--- src/rtl/board_rst_pkg.sv ---
// board_rst_pkg: shared definitions for the board reset sequencer.
//   ST_* : FSM state encodings, also visible on board_reset_seq.state_o
//   max3 : largest of three cycle parameters, used to size the phase counter
package board_rst_pkg;

    localparam logic [2:0] ST_PLL_RST   = 3'd0;
    localparam logic [2:0] ST_WAIT_LOCK = 3'd1;
    localparam logic [2:0] ST_DEV_REL   = 3'd2;
    localparam logic [2:0] ST_RUN       = 3'd3;
    localparam logic [2:0] ST_SW_RST    = 3'd4;

    function automatic int max3(input int a, input int b, input int c);
        int m;
        m = (a > b) ? a : b;
        return (m > c) ? m : c;
    endfunction

endpackage

--- src/rtl/lock_sync.sv ---
// lock_sync: multi-stage synchroniser for a vector of asynchronous lock flags.
//   sys_clk : destination clock
//   rst     : synchronous active-low clear of every stage
//   i_lock  : asynchronous lock flags
//   o_lock  : flags after SYNC_STAGES flops
module lock_sync #(
    parameter int NUM_LOCKS   = 2,
    parameter int SYNC_STAGES = 2
) (
    input  logic                 sys_clk,
    input  logic                 rst,
    input  logic [NUM_LOCKS-1:0] i_lock,
    output logic [NUM_LOCKS-1:0] o_lock
);

    logic [SYNC_STAGES-1:0][NUM_LOCKS-1:0] r_stage;

    // Stage 0 takes the raw pin; each later stage shifts up by one.
    always_ff @(posedge sys_clk) begin
        if (!rst)
            r_stage <= '0;
        else
            r_stage <= {r_stage[SYNC_STAGES-2:0], i_lock};
    end

    assign o_lock = r_stage[SYNC_STAGES-1];

endmodule

--- src/rtl/board_reset_seq.sv ---
// board_reset_seq: board-level reset and clock-lock sequencer.
//   sys_clk         : system clock
//   rst             : synchronous active-low reset
//   pll_locked_i    : asynchronous PLL/MMCM lock flags
//   sw_rst_req_i    : software reset request (level, sys_clk domain)
//   pll_rst_o       : reset to the clock primitives
//   dev_rst_o       : peripheral reset
//   core_rst_o      : CPU core reset
//   ready_o         : high only in RUN
//   state_o         : current FSM state
//   lock_loss_cnt_o : saturating count of lock-loss events
module board_reset_seq
    import board_rst_pkg::*;
#(
    parameter int NUM_LOCKS      = 2,
    parameter int SYNC_STAGES    = 2,
    parameter int PLL_RST_CYCLES = 8,
    parameter int STABLE_CYCLES  = 1024,
    parameter int CORE_DELAY     = 16,
    parameter int LOSS_CNT_WIDTH = 8
) (
    input  logic                      sys_clk,
    input  logic                      rst,
    input  logic [NUM_LOCKS-1:0]      pll_locked_i,
    input  logic                      sw_rst_req_i,
    output logic                      pll_rst_o,
    output logic                      dev_rst_o,
    output logic                      core_rst_o,
    output logic                      ready_o,
    output logic [2:0]                state_o,
    output logic [LOSS_CNT_WIDTH-1:0] lock_loss_cnt_o
);

    localparam int CNT_W = $clog2(max3(PLL_RST_CYCLES, STABLE_CYCLES, CORE_DELAY)) + 1;
    localparam logic [CNT_W-1:0] PLL_LAST    = CNT_W'(PLL_RST_CYCLES - 1);
    localparam logic [CNT_W-1:0] STABLE_LAST = CNT_W'(STABLE_CYCLES - 1);
    localparam logic [CNT_W-1:0] CORE_LAST   = CNT_W'(CORE_DELAY - 1);

    logic [NUM_LOCKS-1:0]      w_locks;
    logic                      w_all_locked;
    logic                      w_loss;
    logic [2:0]                w_next;
    logic [CNT_W-1:0]          w_cnt;
    logic [2:0]                r_state;
    logic [CNT_W-1:0]          r_cnt;
    logic [LOSS_CNT_WIDTH-1:0] r_loss;
    logic                      r_pll_rst;
    logic                      r_dev_rst;
    logic                      r_core_rst;
    logic                      r_ready;

    lock_sync #(
        .NUM_LOCKS   (NUM_LOCKS),
        .SYNC_STAGES (SYNC_STAGES)
    ) u_lock_sync (
        .sys_clk (sys_clk),
        .rst     (rst),
        .i_lock  (pll_locked_i),
        .o_lock  (w_locks)
    );

    assign w_all_locked = &w_locks;
    // Lock loss only matters once the peripherals have been let out of reset.
    assign w_loss = (r_state == ST_DEV_REL || r_state == ST_RUN) && !w_all_locked;

    // Lock loss outranks a software request arriving in the same cycle.
    always_comb begin
        w_next = ST_PLL_RST;
        case (r_state)
            ST_PLL_RST:   w_next = (r_cnt == PLL_LAST) ? ST_WAIT_LOCK : ST_PLL_RST;
            ST_WAIT_LOCK: w_next = (w_all_locked && r_cnt == STABLE_LAST) ? ST_DEV_REL : ST_WAIT_LOCK;
            ST_DEV_REL:   w_next = w_loss ? ST_PLL_RST : sw_rst_req_i ? ST_SW_RST :
                                   (r_cnt == CORE_LAST) ? ST_RUN : ST_DEV_REL;
            ST_RUN:       w_next = w_loss ? ST_PLL_RST : sw_rst_req_i ? ST_SW_RST : ST_RUN;
            ST_SW_RST:    w_next = (r_cnt == PLL_LAST) ? ST_WAIT_LOCK : ST_SW_RST;
            default:      w_next = ST_PLL_RST;
        endcase
    end

    // Counter restarts on every transition and whenever the locks drop while waiting;
    // RUN has no timed exit so the counter just sits at zero there.
    assign w_cnt = (w_next != r_state || r_state == ST_RUN ||
                    (r_state == ST_WAIT_LOCK && !w_all_locked)) ? '0 : r_cnt + 1'b1;

    // Outputs are decoded from the next state so they change together with state_o.
    always_ff @(posedge sys_clk) begin
        if (!rst) begin
            r_state    <= ST_PLL_RST;
            r_cnt      <= '0;
            r_loss     <= '0;
            r_pll_rst  <= 1'b1;
            r_dev_rst  <= 1'b1;
            r_core_rst <= 1'b1;
            r_ready    <= 1'b0;
        end else begin
            r_state    <= w_next;
            r_cnt      <= w_cnt;
            r_loss     <= r_loss + LOSS_CNT_WIDTH'(w_loss && !(&r_loss));
            r_pll_rst  <= (w_next == ST_PLL_RST);
            r_dev_rst  <= !(w_next == ST_DEV_REL || w_next == ST_RUN);
            r_core_rst <= (w_next != ST_RUN);
            r_ready    <= (w_next == ST_RUN);
        end
    end

    assign pll_rst_o       = r_pll_rst;
    assign dev_rst_o       = r_dev_rst;
    assign core_rst_o      = r_core_rst;
    assign ready_o         = r_ready;
    assign state_o         = r_state;
    assign lock_loss_cnt_o = r_loss;

endmodule
--- config.mk ---
export PLATFORM = sky130hd
export DESIGN_NAME = board_reset_seq
export DESIGN_NICKNAME = d
export VERILOG_FILES = /design/src/rtl/board_rst_pkg.sv /design/src/rtl/lock_sync.sv /design/src/rtl/board_reset_seq.sv
export SDC_FILE = /design/constraint.sdc
export NUM_CORES = 1
export LEC_CHECK = 0
export CAP_MARGIN = 20
export CORE_MARGIN = 4
export CORE_UTILIZATION = 55
export DETAILED_ROUTE_END_ITERATION = 8
export HOLD_SLACK_MARGIN = 0.05
export PLACE_DENSITY = 0.89
export SLEW_MARGIN = 20
export SYNTH_ARGS = -nofsm -noshare
export SYNTH_HDL_FRONTEND = slang
export SYNTH_SLANG_ARGS = --single-unit
--- constraint.sdc ---
create_clock -name sys_clk -period 5.43 [get_ports sys_clk]
set_input_delay 0.8145 -clock sys_clk [delete_from_list [all_inputs] [get_ports sys_clk]]
set_output_delay 0.8145 -clock sys_clk [all_outputs]
set_load 0.005 [all_outputs]
Figure 1. Wiring by layer.
Two of the layers only.
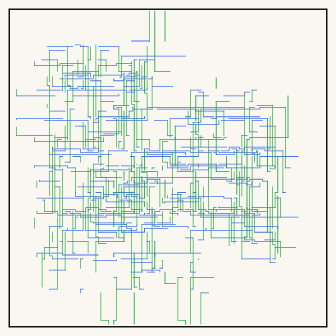
Key: green = M2 [wire length 1190 µm]; blue = M1 [wire length 1120 µm]

Figure 2. Wires at chosen ports, followed through buffers.
Scale bar: 20 µm.
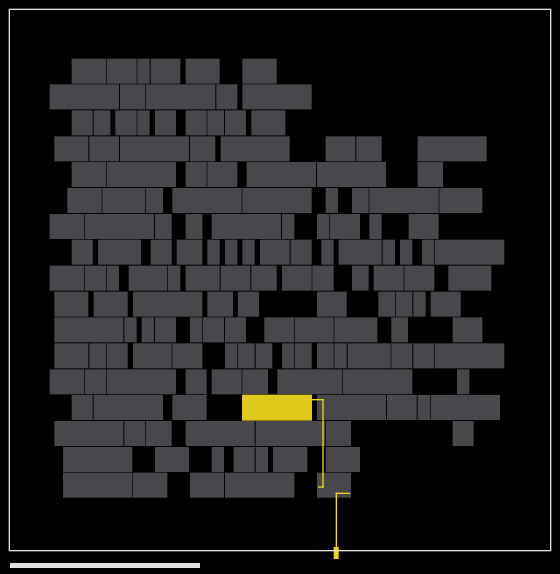
Key: yellow = `ready_o` [bits 1, direction output, end cells 1, buffers 1, wire 18.0 µm]

[worst max-delay path: cells and delay by family (launching register included)]
| kind | cells | cell delay (ps) |
|---|---|---|
| AND/OR/NAND/NOR | 3 | 930 |
| flip-flops | 1 | 360 |
| AND-OR/OR-AND | 1 | 870 |
[layer usage]
metal	GRT usage	share of wire	wire length (µm)	up-vias
met4	0.0795	0.022	56	0
li1	-	-	-	525
met5	0	0	0	-
met3	0.0713	0.073	186	7
met2	0.277	0.47	1190	40
met1	0.208	0.44	1120	503
[power breakdown]
part / internal, mW / leakage (nW) / switching, mW
Sequential: 0.223 / 0.243 / 0.00331
Combinational: 0.00666 / 0.291 / 0.00683
Clock: 0.0487 / 0.0254 / 0.0672
[worst max-delay path by stage]
| stage | startpoint | slack, ps | to |
|---|---|---|---|
| after floorplan | state_o[0] | 3680 | ready_o |
| after global placement | rst | 2910 | r_cnt[5] |
| after detailed placement | sw_rst_req_i | 2810 | r_cnt[2] |
| after CTS | r_cnt[6] | 3150 | r_cnt[2] |
| after global routing | r_cnt[6] | 2960 | r_cnt[2] |
| final | r_cnt[6] | 3100 | r_cnt[2] |
[state kept, by name, summed over array words and instances, names as in the netlist]
register and cells:
u_lock_sync.o_lock 2, ready_o 1, state_o 3, core_rst_o 1
u_lock_sync.r_stage 2, lock_loss_cnt_o 8, dev_rst_o 1, pll_rst_o 1
r_cnt 11
[kinds of logic (layout without fill, tap and decap cells)]
logic type	count (synthesis)	in the layout	share of synthesized area
buf+inv	8	31	0.0297
fa+ha+maj	3	3	0.0287
compound gates	15	15	0.0948
simple gates	65	65	0.300
flops	30	30	0.460
xor+xnor	13	13	0.0872
==> impl_report.txt <==
PHYSICAL IMPLEMENTATION REPORT
----------------------------------------------------
[Finish]
  Non-CTS inverters ........................ 5
  Fraction of cell area in non-clock buffers ........................ 0.122
  Cell area after layout ........................ around 1600 µm²
  Seq area share ........................ 0.386
  Layout-stage area growth over the synthesis result ........................ 19.2%
  N_diodes ........................ 0
  Buffers excl. clock ........................ 19
  Fillers ........................ about 170
  Most frequent logic cells in the routed design ........................ sky130_fd_sc_hd__dfxtp_1 (30), sky130_fd_sc_hd__clkdlybuf4s50_1 (19), sky130_fd_sc_hd__and2_1 (12), sky130_fd_sc_hd__nand2_1 (10), sky130_fd_sc_hd__xnor2_1 (10)

[Yosys]
  Synthesis Warnings ........................ 0
  Post-synthesis instance area ........................ 1310 µm²
  Synth unique cells ........................ 37
  Predominant post-synthesis flop cell ........................ sky130_fd_sc_hd__dfxtp_1
  Synth Instances ........................ 134
  Synth async-reset ratio ........................ 0
  Synthesized netlist net count ........................ about 140

[Power]
  Max rail drop VDD ........................ approximately 0.25 mV
  Power Density ........................ approximately 230 nW/µm²
  Leakage ........................ about 0.56 nW

[Timing]
  Unrepaired setup endpoints after global routing ........................ no
  Setup Viol. Count Final ........................ 0
  Worst slew pin tran ........................ 1110 ps
  Final hold violation count ........................ 0
  Setup slack after layout ........................ about 3100 ps
  Clock skew ........................ 7.14 ps

[Worst setup path]
  Crit-path max cell delay ........................ just under 900 ps
  Required time of the critical path ........................ 5590 ps
  Cell chain of the critical path ........................ nor4_1 > nand3b_1 > o221ai_1 > nor2_1
  Largest driver fanout on the critical path ........................ 11

[Die]
  Floorplan die height ........................ around 57 µm
  Core Rows ........................ 17
  Die outline width ........................ roughly 57 µm
  Inserted tap cell count ........................ 28

[CTS]
  Post-CTS setup repair buffer count ........................ 0
  CTS tree ........................ yes
  Clock latency on the worst-skew pair ........................ ~320 ps
  Clock slew seen by the registers of the worst setup and hold paths ........................ around 90 ps
  Max clock buf depth ........................ 2

[Place]
  Number of buffers inserted by port buffering ........................ 19

[Global route]
  GRT Util Overall ........................ 0.176

[Job]
  Maxcap violations ........................ 0

[Status]
  Run status ........................ finished, final reports clean

----------------------------------------------------
Power is estimated from default activity; no workload was simulated.
